===== src/rtl/goertzel_sched_if.sv =====
// rtl/goertzel_sched_if.sv - CORDIC request and Goertzel bank signal bundle for goertzel_sched
interface goertzel_sched_if #(
  parameter int NF = 11,
  parameter int FW = 16,
  parameter int CW = 16
);
  logic          cordic_req;
  logic [FW-1:0] cordic_freq;
  logic          cordic_ack;
  logic [CW-1:0] cordic_cos;
  logic [CW-1:0] cordic_sin;
  logic [NF-1:0] coef_we;
  logic [CW-1:0] coef_cos;
  logic [CW-1:0] coef_sin;
  logic          gz_clear;
  logic          gz_en;
  logic [NF-1:0] gz_done;

  modport master (
    output cordic_req, cordic_freq, coef_we, coef_cos, coef_sin, gz_clear, gz_en,
    input  cordic_ack, cordic_cos, cordic_sin, gz_done
  );

  modport slave (
    input  cordic_req, cordic_freq, coef_we, coef_cos, coef_sin, gz_clear, gz_en,
    output cordic_ack, cordic_cos, cordic_sin, gz_done
  );
endinterface


===== src/rtl/goertzel_sched.sv =====
// rtl/goertzel_sched.sv - run sequencer: per-bin CORDIC coefficient load, sample gating, result flush
module goertzel_sched #(
  parameter int NF       = 11,
  parameter int NS       = 100000,
  parameter int FW       = 16,
  parameter int CW       = 16,
  parameter int FLUSH_TO = 64
) (
  input  logic                  clk,
  input  logic                  rstn,
  input  logic                  start,
  input  logic                  abort,
  input  logic [NF*FW-1:0]      freq,
  input  logic                  smp_valid,
  output logic [$clog2(NF)-1:0] slot,
  output logic                  busy,
  output logic                  coef_ready,
  output logic                  done,
  output logic                  timeout,
  output logic                  ign_start,
  goertzel_sched_if.master      bus
);
  localparam int SW = $clog2(NF);
  localparam int NW = $clog2(NS + 1);
  localparam int TW = $clog2(FLUSH_TO + 1);
  localparam logic [SW-1:0] LAST_SLOT = SW'(NF - 1);
  localparam logic [NW-1:0] LAST_SMP  = NW'(NS - 1);
  localparam logic [TW-1:0] LAST_TO   = TW'(FLUSH_TO - 1);
  localparam logic [NF-1:0] WE_ONE    = NF'(1);

  typedef enum logic [2:0] {
    S_IDLE, S_CLR, S_REQ, S_LOAD, S_RUN, S_FLUSH, S_DONE
  } state_t;

  state_t        state;
  logic [NW-1:0] smp_cnt;
  logic [TW-1:0] flush_cnt;
  logic          cordic_req_q;
  logic          gz_clear_q;
  logic [NF-1:0] coef_we_q;
  logic [CW-1:0] cos_q;
  logic [CW-1:0] sin_q;
  logic          accept;

  // A sample is gated to the banks only in RUN, and never in a cycle that is being cancelled.
  assign accept          = (state == S_RUN) && smp_valid && rstn && !abort;
  assign bus.gz_en       = accept;
  assign bus.cordic_req  = cordic_req_q;
  assign bus.cordic_freq = cordic_req_q ? freq[int'(slot)*FW +: FW] : '0;
  assign bus.gz_clear    = gz_clear_q;
  assign bus.coef_we     = coef_we_q;
  assign bus.coef_cos    = cos_q;
  assign bus.coef_sin    = sin_q;

  always_ff @(posedge clk) begin
    if (!rstn) begin
      state        <= S_IDLE;
      slot         <= '0;
      smp_cnt      <= '0;
      flush_cnt    <= '0;
      cordic_req_q <= 1'b0;
      gz_clear_q   <= 1'b0;
      coef_we_q    <= '0;
      cos_q        <= '0;
      sin_q        <= '0;
      busy         <= 1'b0;
      coef_ready   <= 1'b0;
      done         <= 1'b0;
      timeout      <= 1'b0;
      ign_start    <= 1'b0;
    end else if (abort) begin
      state        <= S_IDLE;
      cordic_req_q <= 1'b0;
      gz_clear_q   <= 1'b0;
      coef_we_q    <= '0;
      busy         <= 1'b0;
      coef_ready   <= 1'b0;
      done         <= 1'b0;
    end else begin
      gz_clear_q <= 1'b0;
      coef_we_q  <= '0;
      if (start && busy) ign_start <= 1'b1;
      case (state)
        S_IDLE, S_DONE: begin
          if (start) begin
            state      <= S_CLR;
            gz_clear_q <= 1'b1;
            slot       <= '0;
            smp_cnt    <= '0;
            flush_cnt  <= '0;
            busy       <= 1'b1;
            coef_ready <= 1'b0;
            done       <= 1'b0;
            timeout    <= 1'b0;
            ign_start  <= 1'b0;
          end
        end
        S_CLR: begin
          state        <= S_REQ;
          cordic_req_q <= 1'b1;
        end
        S_REQ: begin
          if (bus.cordic_ack) begin
            cos_q        <= bus.cordic_cos;
            sin_q        <= bus.cordic_sin;
            coef_we_q    <= WE_ONE << slot;
            cordic_req_q <= 1'b0;
            state        <= S_LOAD;
          end
        end
        S_LOAD: begin
          if (slot == LAST_SLOT) begin
            coef_ready <= 1'b1;
            state      <= S_RUN;
          end else begin
            slot         <= slot + 1'b1;
            cordic_req_q <= 1'b1;
            state        <= S_REQ;
          end
        end
        S_RUN: begin
          if (accept) begin
            smp_cnt <= smp_cnt + 1'b1;
            if (smp_cnt == LAST_SMP) state <= S_FLUSH;
          end
        end
        S_FLUSH: begin
          // A full set of results wins even on the last cycle of the wait window.
          if (&bus.gz_done) begin
            done  <= 1'b1;
            busy  <= 1'b0;
            state <= S_DONE;
          end else if (flush_cnt == LAST_TO) begin
            timeout <= 1'b1;
            done    <= 1'b1;
            busy    <= 1'b0;
            state   <= S_DONE;
          end else begin
            flush_cnt <= flush_cnt + 1'b1;
          end
        end
        default: state <= S_IDLE;
      endcase
    end
  end
endmodule

===== src/flat_wrapper.sv =====
// flat-port wrapper written by rule: the top's interface ports become plain ports
module goertzel_sched_flat 
#(
  parameter int NF       = 11,
  parameter int NS       = 100000,
  parameter int FW       = 16,
  parameter int CW       = 16,
  parameter int FLUSH_TO = 64
)
  (clk, rstn, start, abort, freq, smp_valid, slot, busy, coef_ready, done, timeout, ign_start, bus_cordic_req, bus_cordic_freq, bus_coef_we, bus_coef_cos, bus_coef_sin, bus_gz_clear, bus_gz_en, bus_cordic_ack, bus_cordic_cos, bus_cordic_sin, bus_gz_done);
  goertzel_sched_if #(.NF(NF), .FW(FW), .CW(CW)) bus_i ();
  input  logic clk;
  input  logic rstn;
  input  logic start;
  input  logic abort;
  input  logic [NF*FW-1:0] freq;
  input  logic smp_valid;
  output logic [$clog2(NF)-1:0] slot;
  output logic busy;
  output logic coef_ready;
  output logic done;
  output logic timeout;
  output logic ign_start;
  output wire logic [$bits(bus_i.cordic_req)-1:0] bus_cordic_req;
  output wire logic [$bits(bus_i.cordic_freq)-1:0] bus_cordic_freq;
  output wire logic [$bits(bus_i.coef_we)-1:0] bus_coef_we;
  output wire logic [$bits(bus_i.coef_cos)-1:0] bus_coef_cos;
  output wire logic [$bits(bus_i.coef_sin)-1:0] bus_coef_sin;
  output wire logic [$bits(bus_i.gz_clear)-1:0] bus_gz_clear;
  output wire logic [$bits(bus_i.gz_en)-1:0] bus_gz_en;
  input wire logic [$bits(bus_i.cordic_ack)-1:0] bus_cordic_ack;
  input wire logic [$bits(bus_i.cordic_cos)-1:0] bus_cordic_cos;
  input wire logic [$bits(bus_i.cordic_sin)-1:0] bus_cordic_sin;
  input wire logic [$bits(bus_i.gz_done)-1:0] bus_gz_done;
  assign bus_cordic_req = bus_i.cordic_req;
  assign bus_cordic_freq = bus_i.cordic_freq;
  assign bus_coef_we = bus_i.coef_we;
  assign bus_coef_cos = bus_i.coef_cos;
  assign bus_coef_sin = bus_i.coef_sin;
  assign bus_gz_clear = bus_i.gz_clear;
  assign bus_gz_en = bus_i.gz_en;
  assign bus_i.cordic_ack = bus_cordic_ack;
  assign bus_i.cordic_cos = bus_cordic_cos;
  assign bus_i.cordic_sin = bus_cordic_sin;
  assign bus_i.gz_done = bus_gz_done;
  goertzel_sched #(.NF(NF), .NS(NS), .FW(FW), .CW(CW), .FLUSH_TO(FLUSH_TO)) u_core (.clk(clk), .rstn(rstn), .start(start), .abort(abort), .freq(freq), .smp_valid(smp_valid), .slot(slot), .busy(busy), .coef_ready(coef_ready), .done(done), .timeout(timeout), .ign_start(ign_start), .bus(bus_i));
endmodule

===== config.mk =====
export PLATFORM = sky130hd
export DESIGN_NAME = goertzel_sched_flat
export DESIGN_NICKNAME = d
export VERILOG_FILES = /design/src/rtl/goertzel_sched_if.sv /design/src/rtl/goertzel_sched.sv /design/src/flat_wrapper.sv
export SDC_FILE = /design/constraint.sdc
export NUM_CORES = 1
export LEC_CHECK = 0
export ABC_CLOCK_PERIOD_IN_PS = 2250
export CORE_MARGIN = 3
export CORE_UTILIZATION = 25
export CTS_CLUSTER_SIZE = 40
export DETAILED_ROUTE_END_ITERATION = 10
export PLACE_DENSITY = 0.7
export SLEW_MARGIN = 25
export SYNTH_ARGS = -nofsm -noshare
export SYNTH_HDL_FRONTEND = slang
export SYNTH_SLANG_ARGS = --single-unit

===== constraint.sdc =====
create_clock -name clk -period 2.25 [get_ports clk]
set_input_delay 0.3375 -clock clk [delete_from_list [all_inputs] [get_ports clk]]
set_output_delay 0.3375 -clock clk [all_outputs]
set_load 0.05 [all_outputs]

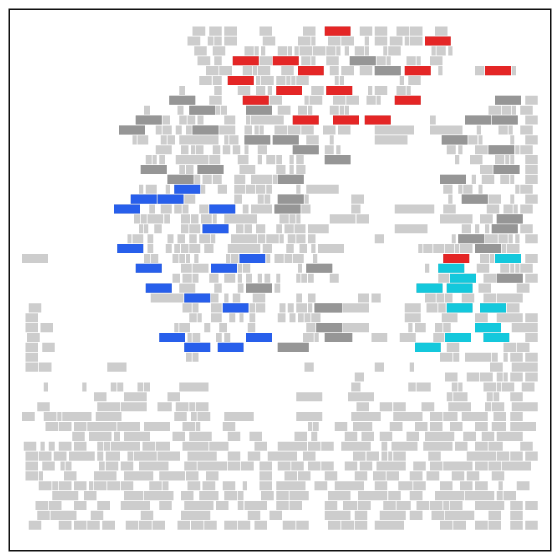
**Above:** run 1 (where the registers sit).
Other sequential cells in the stronger gray, the rest of the logic in the fainter gray.
legend:
  red:
    name_in_the_netlist: u_core.bus.coef_sin
    sequential_cells: 16
  blue:
    name_in_the_netlist: u_core.smp_cnt
    sequential_cells: 17
  cyan:
    name_in_the_netlist: u_core.bus.coef_we
    sequential_cells: 11
    where: east
post-layout util: 0.466
Sequential Area: 1630 µm²
seq pwr: 1.45 mW
flop share of the area: 0.177

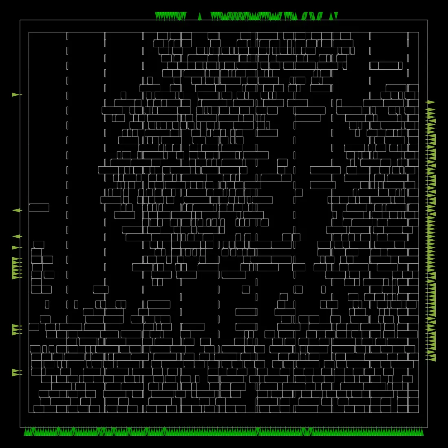
**Above:** run 1 (cell outlines without signal wires).
Final Non-Filler Cells: 1123
Rows: 51
flop count: 81
FILL cells: 1846
Core Area: 19700 µm²

==> Changelog: implementation, run 1 <==
## Flow update

- Status: complete, but fails checks
- Failing checks: negative setup slack
- FF-to-FF path depth: 8
- Reg power frac: 0.374
- Reg clk slew, reported paths: 0.06 ns
- Reg2Reg Setup Slack: 0.24 ns
- Top-Level Pins: 296
- Largest net degree at the start of global routing: 44
- M2 GR Usage: 0.291
- Synth mux share: 0.209
- Finish-stage setup viols: 16
- Net Sw Frac: 0.208
- Routability Congestion: 0.971
- DRT iter0 DRCs: 264
- CP Data Required Time: 1.91 ns
- Setup Crit Path Kind: register to primary output
- WHS Path Cells: 2
- Number of buffers created by CTS: 9
- Number of synthesized flops with an enable pin: 0
- Yosys stat chip area: 5080 µm²
- Floorplan Nets: 789
- Top Consumer: the clock network
- Syn Inst Count: 558
- Vias/cell: 4.77
- # H-tree levels: 3
- Post-DP Area: 8780 µm²
- CP Cell Sequence: buf_12 > mux4_2 > mux2_2 > o211a_2 > buf_12
- Period utilization: 1.11
- Synth Seq Share: 0.319
- Launch point of the worst path: u_core.slot[0]$_SDFFE_PN0P_
- Crit path setup slack, layout: -0.238 ns
- Met2 WL: 9780 µm
- Relative slew slack: 0.604
- Clock network fraction of total power: 0.445
- Vias in the first global route: 5288
- Fin nets: 1084
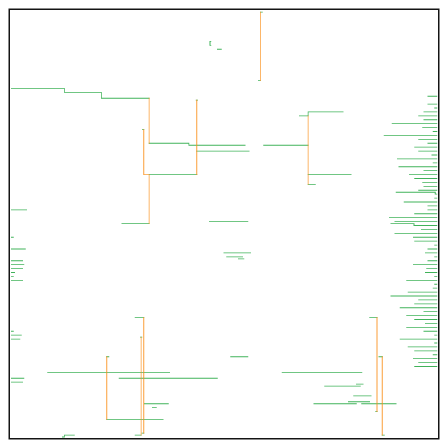
**Above:** run 1 (routed metal, one color a layer).
Two of the layers only.
legend:
  green:
    layer: met3
    wire_length: 935 µm
  orange:
    layer: met4
    wire_length: 279 µm
gr usage total: 0.170
final WL: 19500 µm
via count: 5353
DR WL/cell: 17.4 µm

run 1: layout make-up:
class,count,area share
clock buffers,11,0.0277
clock inverters,5,0.0109
inverters,5,0.00204
multi-input cells,429,0.366
flip-flops and latches,81,0.177
well taps,265,0.0361
repair buffers,327,0.380
run 1: cells in the final DEF (no fill, tap or decap), types with 11 or more instances in the layout:
cell type,Yosys,final
xor2_1,11,11
o211a_4,0,11
clkdlybuf4s50_1,0,273
buf_12,0,28
nand2_1,81,81
a21boi_0,33,33
nand3_1,14,14
dfxtp_1,81,78
nor2_1,40,40
o21ai_0,26,26
or3_1,12,12
buf_4,3,25
mux4_2,32,32
mux2i_1,16,16
a21oi_1,36,36
run 1: timing repair:
item                                    4_1_cts  5_1_grt
gates resized                                 3        7
endpoints found under the setup margin       16       16
setup buffers                                 0        0
hold buffers                                  0        0
==> run 2, diff against run 1 <==
- CTS_CLUSTER_DIAMETER: not set -> 150
- TNS_END_PERCENT: not set -> 100
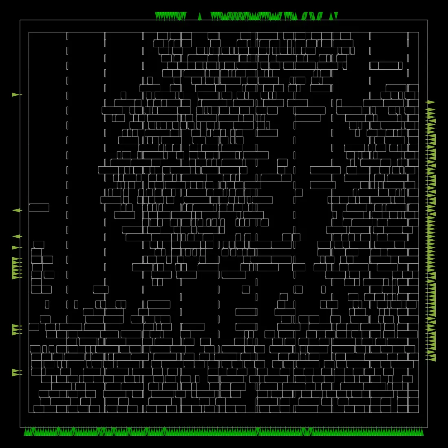
**Above:** run 2 (cell outlines without signal wires).
tapcells inserted: 265

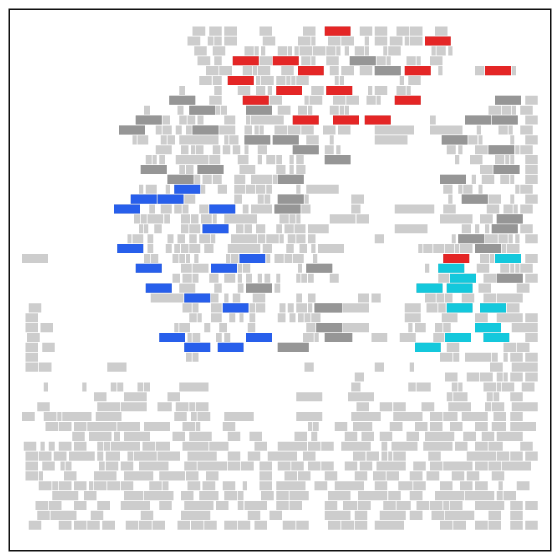
**Above:** run 2 (where the registers sit).
Other sequential cells in the stronger gray, the rest of the logic in the fainter gray.

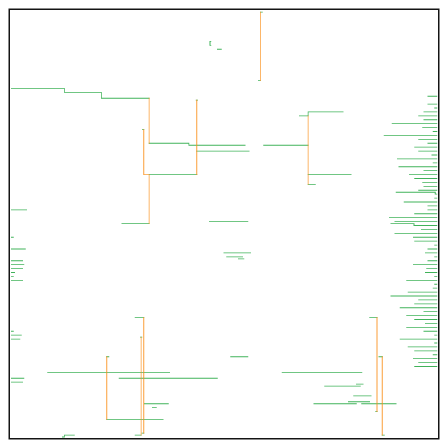
**Above:** run 2 (routed metal, one color a layer).
Two of the layers only.
legend:
  orange:
    layer: met4
    wire_length: 279 µm
  green:
    layer: met3
    wire_length: 935 µm

==> Changelog: implementation, run 2 <==
## Flow update

- Reg2Reg Setup Slack: 0.24 ns (about the same)
- Number of buffers created by CTS: 9 (unchanged)
- Resized cells post-CTS: 3 (unchanged)
- Syn Inst Count: 558 (unchanged)
- M2 GR Usage: 0.291 (unchanged)
- Period utilization: 1.11 (unchanged)
- Synth mux share: 0.209 (unchanged)
- Top-Level Pins: 296 (unchanged)
- Rows: 51 (unchanged)
- CP Cell Sequence: buf_12 > mux4_2 > mux2_2 > o211a_2 > buf_12 (unchanged)
- Setup Crit Path Kind: register to primary output (unchanged)
- Reg power frac: 0.374 (about the same)
- CP Data Required Time: 1.91 ns (about the same)
- Crit path setup slack, layout: -0.238 ns (unchanged)
- Relative slew slack: 0.604 (unchanged)
- Most numerous logic cells after layout: 273 x clkdlybuf4s50_1, 81 x nand2_1, 78 x dfxtp_1, 40 x nor2_1, 36 x a21oi_1 (unchanged)
- Post-DP Area: 8780 µm² (unchanged)
- # hold bufs at CTS: 0 (unchanged)
- Floorplan Nets: 789 (unchanged)
- Largest net degree at the start of global routing: 44 (unchanged)
- DR WL/cell: 17.4 µm (unchanged)
- Via count: 5353 (unchanged)
- Reg clk slew, reported paths: 0.06 ns (about the same)
- Met2 WL: 9780 µm (unchanged)
- Net Sw Frac: 0.208 (unchanged)
- Final Non-Filler Cells: 1123 (unchanged)
- Clock network fraction of total power: 0.445 (about the same)
- DRT iter0 DRCs: 264 (unchanged)
- # H-tree levels: 3 (unchanged)
- Synth Seq Share: 0.319 (unchanged)
- Final WL: 19500 µm (unchanged)
- Finish-stage setup viols: 16 (unchanged)
- Gr usage total: 0.170 (unchanged)
- Fin nets: 1084 (unchanged)
- Routability Congestion: 0.971 (unchanged)
- Yosys stat chip area: 5080 µm² (unchanged)
- Status: complete, but fails checks (unchanged)
- Failing checks: negative setup slack (unchanged)
- Most numerous logic cell after layout: clkdlybuf4s50_1 (unchanged)
- Launch point of the worst path: u_core.slot[0]$_SDFFE_PN0P_ (unchanged)
- Vias/cell: 4.77 (unchanged)
- Vias in the first global route: 5288 (unchanged)
- WHS Path Cells: 2 (unchanged)
-- run 2: layout make-up --
cell class / count / area, µm²
well taps: 265 / 332
flip-flops and latches: 81 / 1630
repair buffers: 327 / 3490
clock inverters: 5 / 100
inverters: 5 / 18.8
clock buffers: 11 / 254
fillers: 1846 / 10500
multi-input cells: 429 / 3360
-- run 2: cell families after synthesis --
logic type,Yosys count
AOI/OAI and AO/OA,135
xor gates and xnor gates,14
adders and majority gates,6
buffers and inverters,48
DFF,81
muxes,64
and+or+nand+nor,210
-- run 2: power groups by stage --
stage	clock, mW	combinational [mW]	sequential [mW]
after floorplan	0	0.189	1.50
after detailed placement	0	0.692	1.48
after CTS	1.77	0.698	1.45
after global routing	1.82	0.742	1.45
final	1.73	0.700	1.45
after global placement	0	0.683	1.48
Power figures rest on the tool's default switching activity, not on a simulated workload.
